==> src/rtl/i2s_rx.sv <==
// I2S / left-justified serial audio receiver: oversamples SCK/WS/SD on the system clock and
// deserialises each slot into an MSB-aligned WIDTH-bit word, emitting registered stereo pairs.
module i2s_rx #(
  parameter int WIDTH   = 16,
  parameter int JUSTIFY = 0,
  parameter int SYNC    = 2
) (
  input  logic             clock,
  input  logic             reset,
  input  logic [2:0]       i2s,
  output logic [WIDTH-1:0] left,
  output logic [WIDTH-1:0] right,
  output logic             valid,
  output logic             short_word
);

  localparam int CW = $clog2(WIDTH + 1);
  localparam logic [CW-1:0] FULL = CW'(WIDTH);
  localparam logic [CW-1:0] TOP  = CW'(WIDTH - 1);

  typedef enum logic {SEEK, RUN} state_t;

  state_t           state, state_next;
  logic [2:0]       sync_q [SYNC];
  logic             sck_s, ws_s, sd_s;
  logic             sck_prev, ws_d, eff_prev, primed, pair;
  logic             ckp, eff_ws, boundary, store;
  logic [WIDTH-1:0] sr;
  logic [CW-1:0]    count;

  // All three bus bits share one synchroniser chain so they stay mutually aligned.
  always_ff @(posedge clock) begin
    if (reset) begin
      for (int i = 0; i < SYNC; i++) sync_q[i] <= '0;
    end else begin
      sync_q[0] <= i2s;
      for (int i = 1; i < SYNC; i++) sync_q[i] <= sync_q[i-1];
    end
  end

  assign sck_s    = sync_q[SYNC-1][0];
  assign ws_s     = sync_q[SYNC-1][1];
  assign sd_s     = sync_q[SYNC-1][2];
  assign ckp      = sck_s & ~sck_prev;
  assign eff_ws   = (JUSTIFY != 0) ? ws_s : ws_d;
  assign boundary = ckp & primed & (eff_ws != eff_prev);

  always_ff @(posedge clock) begin
    if (reset) state <= SEEK;
    else       state <= state_next;
  end

  always_comb begin
    state_next = state;
    store      = 1'b0;
    case (state)
      SEEK:    if (boundary) state_next = RUN;
      RUN:     store = boundary;
      default: state_next = SEEK;
    endcase
  end

  // Bits land MSB-first; positions are written once per slot, so OR-ing into sr is safe.
  always_ff @(posedge clock) begin
    if (reset) begin
      sck_prev <= 1'b0;
      ws_d     <= 1'b0;
      eff_prev <= 1'b0;
      primed   <= 1'b0;
      sr       <= '0;
      count    <= '0;
    end else begin
      sck_prev <= sck_s;
      if (ckp) begin
        ws_d     <= ws_s;
        eff_prev <= eff_ws;
        primed   <= 1'b1;
        if (boundary) begin
          sr    <= WIDTH'(sd_s) << TOP;
          count <= CW'(1);
        end else if (count < FULL) begin
          sr    <= sr | (WIDTH'(sd_s) << (TOP - count));
          count <= count + 1'b1;
        end
      end
    end
  end

  always_ff @(posedge clock) begin
    if (reset) begin
      left       <= '0;
      right      <= '0;
      valid      <= 1'b0;
      short_word <= 1'b0;
      pair       <= 1'b0;
    end else begin
      valid      <= 1'b0;
      short_word <= 1'b0;
      if (store) begin
        if (!eff_prev) begin
          left <= sr;
          pair <= 1'b1;
        end else begin
          right <= sr;
          if (pair) begin
            valid <= 1'b1;
            pair  <= 1'b0;
          end
        end
        short_word <= (count < FULL);
      end
    end
  end

endmodule
==> config.mk <==
export PLATFORM = sky130hd
export DESIGN_NAME = i2s_rx
export DESIGN_NICKNAME = d
export VERILOG_FILES = /design/src/rtl/i2s_rx.sv
export SDC_FILE = /design/constraint.sdc
export NUM_CORES = 1
export LEC_CHECK = 0
export CAP_MARGIN = 5
export CORE_ASPECT_RATIO = 1.75
export CORE_MARGIN = 3
export CORE_UTILIZATION = 45
export CTS_CLUSTER_DIAMETER = 100
export DETAILED_ROUTE_END_ITERATION = 7
export GPL_TIMING_DRIVEN = 1
export PLACE_DENSITY = 0.72
export SYNTH_ARGS = -nofsm -noshare
export SYNTH_HDL_FRONTEND = slang
export SYNTH_SLANG_ARGS = --single-unit
export TNS_END_PERCENT = 10
==> constraint.sdc <==
create_clock -name clock -period 1.52 [get_ports clock]
set_clock_uncertainty 0.2 [all_clocks]
set_input_delay 0.152 -clock clock [delete_from_list [all_inputs] [get_ports clock]]
set_output_delay 0.152 -clock clock [all_outputs]
set_load 0.01 [all_outputs]
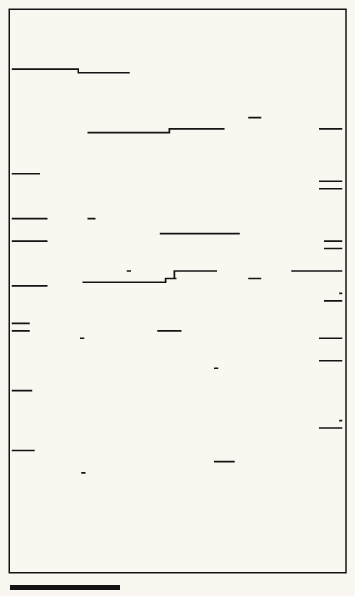
layer_met3.png
Scale bar: 20 um.
main direction: horizontal
share of all routed wire: 3.5%
longest straight run: 14.9 um
nets with wire on the layer: 25
wire length on this layer: 180 um

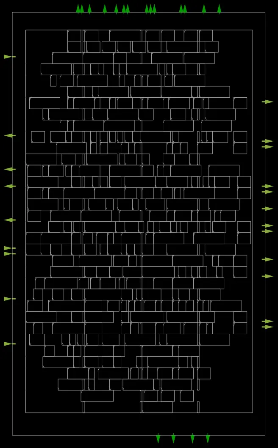
placement.png
Finished Layout Cells: 377
flop count: 67
post-layout util: 64.0%
Filler cells: 444
tap cells: 54

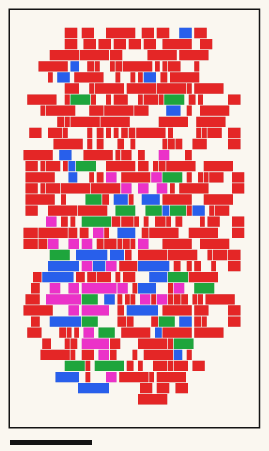
sizes.png
Scale bar: 20 um.
legend:
  red:
    size: _0 and _1 cells
    cells: 247
    most_used: dfxtp_1
  magenta:
    size: _3 and _4 cells
    cells: 28
    most_used: buf_4
  blue:
    size: _2 cells
    cells: 29
    most_used: dfxtp_2
  green:
    size: _6 and larger
    cells: 19
    most_used: clkbuf_8
Syn-to-layout area delta: 36.2%
Buffers excl. clock: 69
Final WS setup: -0.0651 ns
Design Area, Final: 3240 sq um

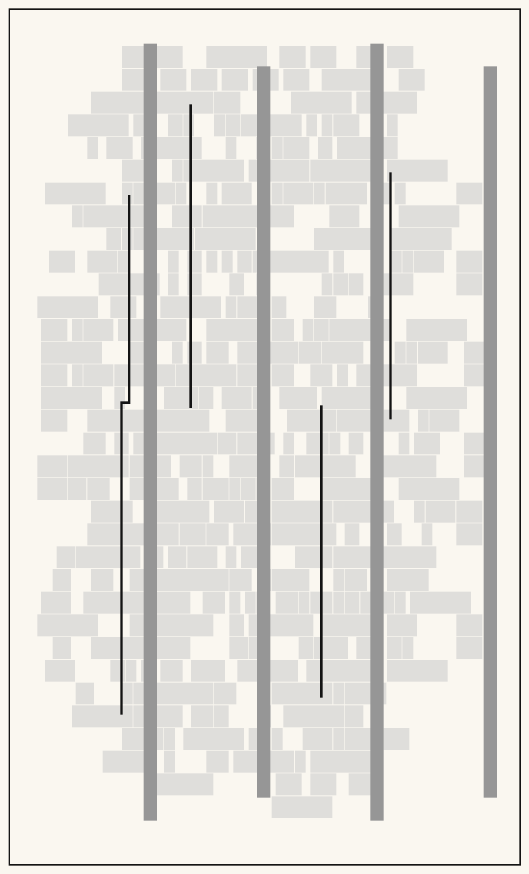
layer_met4.png
Supply wires on this layer in grey.
nets with wire on the layer: 3
longest straight run: 37.2 um
wire length on this layer: 163 um
share of all routed wire: 3.1%
main direction: vertical
Vias: 1,926
total length of routed wires: 5210 um

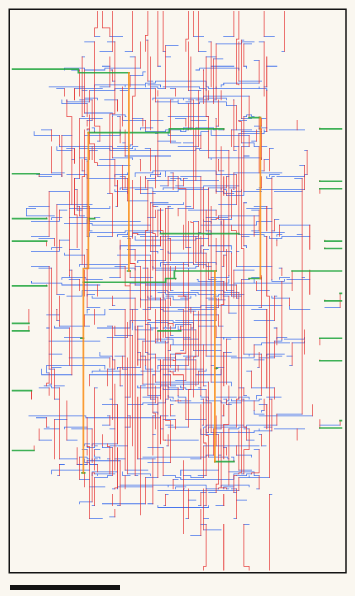
wires.png
Scale bar: 20 um.
legend:
  red:
    layer: metal 2
    wire_length: 2,760 um
  green:
    layer: metal 3
    wire_length: 180 um
  blue:
    layer: metal 1
    wire_length: 2,110 um
  orange:
    layer: metal 4
    wire_length: 163 um

-- cell families (layout without fill, tap and decap cells) --
group / count (synthesis) / in the layout / share of synthesized area, %
AOI/OAI and AO/OA: 42 / 42 / 9.62
xor gates and xnor gates: 3 / 3 / 1.10
adders and majority gates: 1 / 1 / 0.526
buffers and inverters: 15 / 85 / 4.26
DFF: 67 / 67 / 56.4
muxes: 16 / 16 / 6.73
and+or+nand+nor: 109 / 109 / 21.4
-- path summary, 6_finish.rpt --
path	end	cells after the start	from
max	right[2]$_SDFFE_PP0P_	7	sck_prev$_SDFF_PP0_
min	sync_q[0][2]$_SDFF_PP0_	2	i2s[2]
max reg2reg	right[2]$_SDFFE_PP0P_	7	sck_prev$_SDFF_PP0_
min reg2reg	eff_ws$_SDFFE_PP0N_	2	sync_q[0][4]$_SDFF_PP0_
==> results.sh <==
# physical design summary
export IMPL_post_drt_wl_per_cell_um=13.8
export IMPL_mi_logic_area_sq_um=1030
export IMPL_yosysWarnings=0
export IMPL_enable_flop_cells=0
export IMPL_cts_buffer_depth=2
export IMPL_p_clk_mw=1.25
export IMPL_tightest_slew_ns=0.307
export IMPL_path_common_cell="buf_6"
export IMPL_met3_length_um=180
export IMPL_dp_cells=358
export IMPL_drc=0
export IMPL_seq_share_pct=41.8
export IMPL_tns_ns=-0.967
export IMPL_drv_cap=0
export IMPL_tool_warnings=29
export IMPL_p_seq_mw=1.78
export IMPL_power_mw=3.13
export IMPL_grt_pass1_wl_um=8520
export IMPL_switchingPower_uw=700
export IMPL_antenna_found_initial=0
export IMPL_grt_use_met2_pct=30.6
export IMPL_r2r_setup_slack_ns=-0.07
export IMPL_top_layer_used="met4"
export IMPL_setup_worst_path_class="flop to flop"
export IMPL_timing_critical_path_buf_inv=3
export IMPL_rsz0062_at_grt="yes"
export IMPL_dr_wl_met2_um=2760
export IMPL_p_comb_share_pct=3.1
export IMPL_status="finished with violations"
export IMPL_syn_inst=253
export IMPL_ir_drop_uv=708
export IMPL_slew_viol_final=0
export IMPL_pre_cts_slack_ns=-0.0971
export IMPL_switching_share_pct=22.4
export IMPL_synth_top_area_share_pct=56.4
export IMPL_die_area_sq_um=6230
export IMPL_post_dp_cell_area_sq_um=2980
export IMPL_syn_cell_area_sq_um=2380
export IMPL_ys_area_sq_um=2380
export IMPL_grt_overflow=0
export IMPL_die_height_um=102
export IMPL_layout_drive_gt1_share_pct=23.5
export IMPL_fin_crit_sh_pct=104
export IMPL_fin_hold_ws_ns=0.167
export IMPL_flop_area_sq_um=1350
export IMPL_cts_resized=37
export IMPL_avgSynthCellArea_sq_um=9.41
export IMPL_yosysMostFrequentCell="dfxtp_1"
export IMPL_power_leader="sequential cells"
export IMPL_grt_pass1_vias=1888
export IMPL_hold_violations=0
export IMPL_floorplan_nets=259
export IMPL_dr_first_iter_drc_count=34
export IMPL_gr_max_usage_layer="met2"
export IMPL_hp_class="input pin to flop"
export IMPL_firstDrtPassIters=4
export IMPL_clock_latency_late_pin_ns=0.34
export IMPL_logic_gates=171
export IMPL_pwr_share_clk_pct=40.1
export IMPL_cp_arrival_ns=1.65
export IMPL_async_flop_share_pct=0
export IMPL_grt_max_degree=21
export IMPL_startpoint_type="flop"
export IMPL_violations="setup timing"
export IMPL_cts_hold_buffers=0
export IMPL_ys_types=30
export IMPL_cts_tree="done"
export IMPL_synthTopCellsByCount="dfxtp_1 (67), nand2_1 (40), nor2_1 (40)"
export IMPL_via_per_inst=5.11
export IMPL_initCoreUtil_pct=47.0
export IMPL_largest_area_cell="dfxtp_1"
export IMPL_cpLargestDelayFamily="simple AND/OR/NAND/NOR gates"
export IMPL_end_kind="flop"
export IMPL_antenna_cells=0
export IMPL_drt_met1_wl_um=2110
export IMPL_seqPwrFrac_pct=56.8
export IMPL_cp_max_fo=6
export IMPL_routabilityCongestion=0.829
export IMPL_nClkBuffers=10
export IMPL_setup_viol=32
export IMPL_fin_ws_ns=-0.0651
export IMPL_period_minus_slack_ns=1.59
export IMPL_largest_class="sequential cells"
export IMPL_place_hpwl_um=3500
export IMPL_cp_cell_sequence="nand4b_4 -> buf_6 -> nor3b_4 -> buf_4 -> buf_6 -> nand2_2 -> a21oi_2"
